===== config.mk =====
export PLATFORM = sky130hd
export DESIGN_NAME = reg_file_wb
export DESIGN_NICKNAME = d
export VERILOG_FILES = /design/src/rtl/reg_file_wb_pkg.sv /design/src/rtl/reg_bypass_mux.sv /design/src/rtl/reg_file_wb.sv
export SDC_FILE = /design/constraint.sdc
export NUM_CORES = 1
export LEC_CHECK = 0
export CAP_MARGIN = 20
export CORE_ASPECT_RATIO = 1.2
export CORE_UTILIZATION = 55
export DETAILED_ROUTE_END_ITERATION = 7
export GPL_ROUTABILITY_DRIVEN = 0
export HOLD_SLACK_MARGIN = 0.03
export PLACE_DENSITY = 0.77
export SLEW_MARGIN = 20
export SYNTH_ARGS = -nofsm -noshare
export SYNTH_HDL_FRONTEND = slang
export SYNTH_SLANG_ARGS = --single-unit

===== constraint.sdc =====
create_clock -name CLK -period 4.7 [get_ports CLK]
set_input_delay 0.94 -clock CLK [delete_from_list [all_inputs] [get_ports CLK]]
set_output_delay 0.94 -clock CLK [all_outputs]
set_load 0.1 [all_outputs]

===== src/rtl/reg_file_wb_pkg.sv =====
`default_nettype none
// ============================================================================
//  Module  : reg_file_wb_pkg
//  Brief   : Shared register-file geometry and ALU select encodings.
//  Rev     : 1.0  initial release
// ============================================================================
package reg_file_wb_pkg;

    localparam int REG_WIDTH  = 8;
    localparam int REG_COUNT  = 8;
    localparam int REG_ADDR_W = $clog2(REG_COUNT);

    typedef enum logic [2:0] {
        ALU_FORWARD = 3'b000,
        ALU_ADD     = 3'b001,
        ALU_AND     = 3'b010,
        ALU_OR      = 3'b011
    } alu_sel_e;

endpackage
`default_nettype wire


===== src/rtl/reg_bypass_mux.sv =====
`default_nettype none
// ============================================================================
//  Module  : reg_bypass_mux
//  Brief   : Per-port select between the pending write-back and the array.
//  Rev     : 1.0  initial release
// ============================================================================
module reg_bypass_mux #(
    parameter int WIDTH  = 8,
    parameter int ADDR_W = 3
) (
    input  logic              i_wb_valid,
    input  logic [ADDR_W-1:0] i_wb_addr,
    input  logic [WIDTH-1:0]  i_wb_data,
    input  logic [ADDR_W-1:0] i_rd_addr,
    input  logic [WIDTH-1:0]  i_arr_data,
    output logic [WIDTH-1:0]  o_rd_data
);

    logic w_hit;

    assign w_hit     = i_wb_valid && (i_wb_addr == i_rd_addr);
    assign o_rd_data = w_hit ? i_wb_data : i_arr_data;

endmodule
`default_nettype wire


===== src/rtl/reg_file_wb.sv =====
`default_nettype none
// ============================================================================
//  Module  : reg_file_wb
//  Brief   : 8x8 register file with a one-entry bypassed write-back stage.
//  Rev     : 1.0  initial release
// ============================================================================
module reg_file_wb
    import reg_file_wb_pkg::*;
#(
    parameter int WIDTH = REG_WIDTH,
    parameter int NREGS = REG_COUNT
) (
    input  logic                     CLK,
    input  logic                     RESETN,
    input  logic [WIDTH-1:0]         IN,
    input  logic [$clog2(NREGS)-1:0] INADDRESS,
    input  logic                     WRITEENABLE,
    input  logic [$clog2(NREGS)-1:0] OUT1ADDRESS,
    input  logic [$clog2(NREGS)-1:0] OUT2ADDRESS,
    output logic [WIDTH-1:0]         OUT1,
    output logic [WIDTH-1:0]         OUT2,
    output logic                     WB_PENDING
);

    localparam int c_ADDR_W = $clog2(NREGS);

    logic                r_wb_valid;
    logic [c_ADDR_W-1:0] r_wb_addr;
    logic [WIDTH-1:0]    r_wb_data;
    logic [WIDTH-1:0]    w_regs [NREGS];

    // Capture is unconditional; r_wb_valid alone decides whether it matters.
    always_ff @(posedge CLK or negedge RESETN) begin
        if (!RESETN) begin
            r_wb_valid <= 1'b0;
            r_wb_addr  <= '0;
            r_wb_data  <= '0;
        end else begin
            r_wb_valid <= WRITEENABLE;
            r_wb_addr  <= INADDRESS;
            r_wb_data  <= IN;
        end
    end

    generate
        for (genvar gi = 0; gi < NREGS; gi++) begin : g_regs
            logic [WIDTH-1:0] r_q;

            always_ff @(posedge CLK or negedge RESETN) begin
                if (!RESETN) begin
                    r_q <= '0;
                end else if (r_wb_valid && (r_wb_addr == c_ADDR_W'(gi))) begin
                    r_q <= r_wb_data;
                end
            end

            assign w_regs[gi] = r_q;
        end
    endgenerate

    reg_bypass_mux #(
        .WIDTH  (WIDTH),
        .ADDR_W (c_ADDR_W)
    ) u_rd1 (
        .i_wb_valid (r_wb_valid),
        .i_wb_addr  (r_wb_addr),
        .i_wb_data  (r_wb_data),
        .i_rd_addr  (OUT1ADDRESS),
        .i_arr_data (w_regs[OUT1ADDRESS]),
        .o_rd_data  (OUT1)
    );

    reg_bypass_mux #(
        .WIDTH  (WIDTH),
        .ADDR_W (c_ADDR_W)
    ) u_rd2 (
        .i_wb_valid (r_wb_valid),
        .i_wb_addr  (r_wb_addr),
        .i_wb_data  (r_wb_data),
        .i_rd_addr  (OUT2ADDRESS),
        .i_arr_data (w_regs[OUT2ADDRESS]),
        .o_rd_data  (OUT2)
    );

    assign WB_PENDING = r_wb_valid;

endmodule
`default_nettype wire


==> results.sh <==
# yosys + openroad results
export IMPL_tap_cells=90
export IMPL_top_cell_area_share=0.4667
export IMPL_powerDensity_nw_per_um2=484.5
export IMPL_buffers=45
export IMPL_r2r_end="g_regs[2].r_q[7]"
export IMPL_bufAreaShareNonClock=0.1208
export IMPL_status="finished clean"
export IMPL_comb_share=0.4188
export IMPL_routed_via_count=2350
export IMPL_setup_ws_ps=642.5
export IMPL_r2r_start="r_wb_addr[2]"
export IMPL_drtIter0Drc=118
export IMPL_core_area_um2=7189
export IMPL_yosysWarnings=0
export IMPL_synthTopCellsByCount="mux2_2 (94), dfrtp_1 (76), mux4_1 (18), mux4_2 (14), buf_1 (8)"
export IMPL_top_register="g_regs.r_q"
export IMPL_grt_max_degree=77
export IMPL_clk_pin_slew_worst_paths_ps=80
export IMPL_io_buffers=36
export IMPL_min_period_ps=4057
export IMPL_chipWidth_um=80.58
export IMPL_drv_cap=0
export IMPL_post_cts_setup_buffers=0
export IMPL_pin_count=37
export IMPL_grt_setup_unrepaired="false"
export IMPL_p_leak_nw=2.014
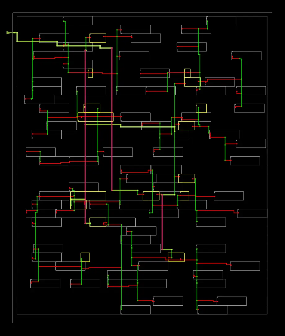
(images/final_clocks.png)
registers: 76
Inserted Clock Buffers: 9
clock sinks: 76

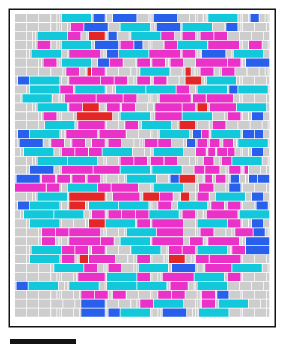
(images/cell_classes.png)
The bar under the picture is 20 µm long. Fill, decap, tap and diode cells in gray.
all other logic: marked magenta, cells 146, share of their area 43%. flops: marked cyan, cells 76, share of their area 40%. clock drivers and dummy loads: marked red, cells 16, share of their area 4.6%. other buffers and delay cells: marked blue, cells 45, share of their area 12%.
Final Core Density: 0.6740
Row Count: 34
Final Cell Area: 4846 µm²

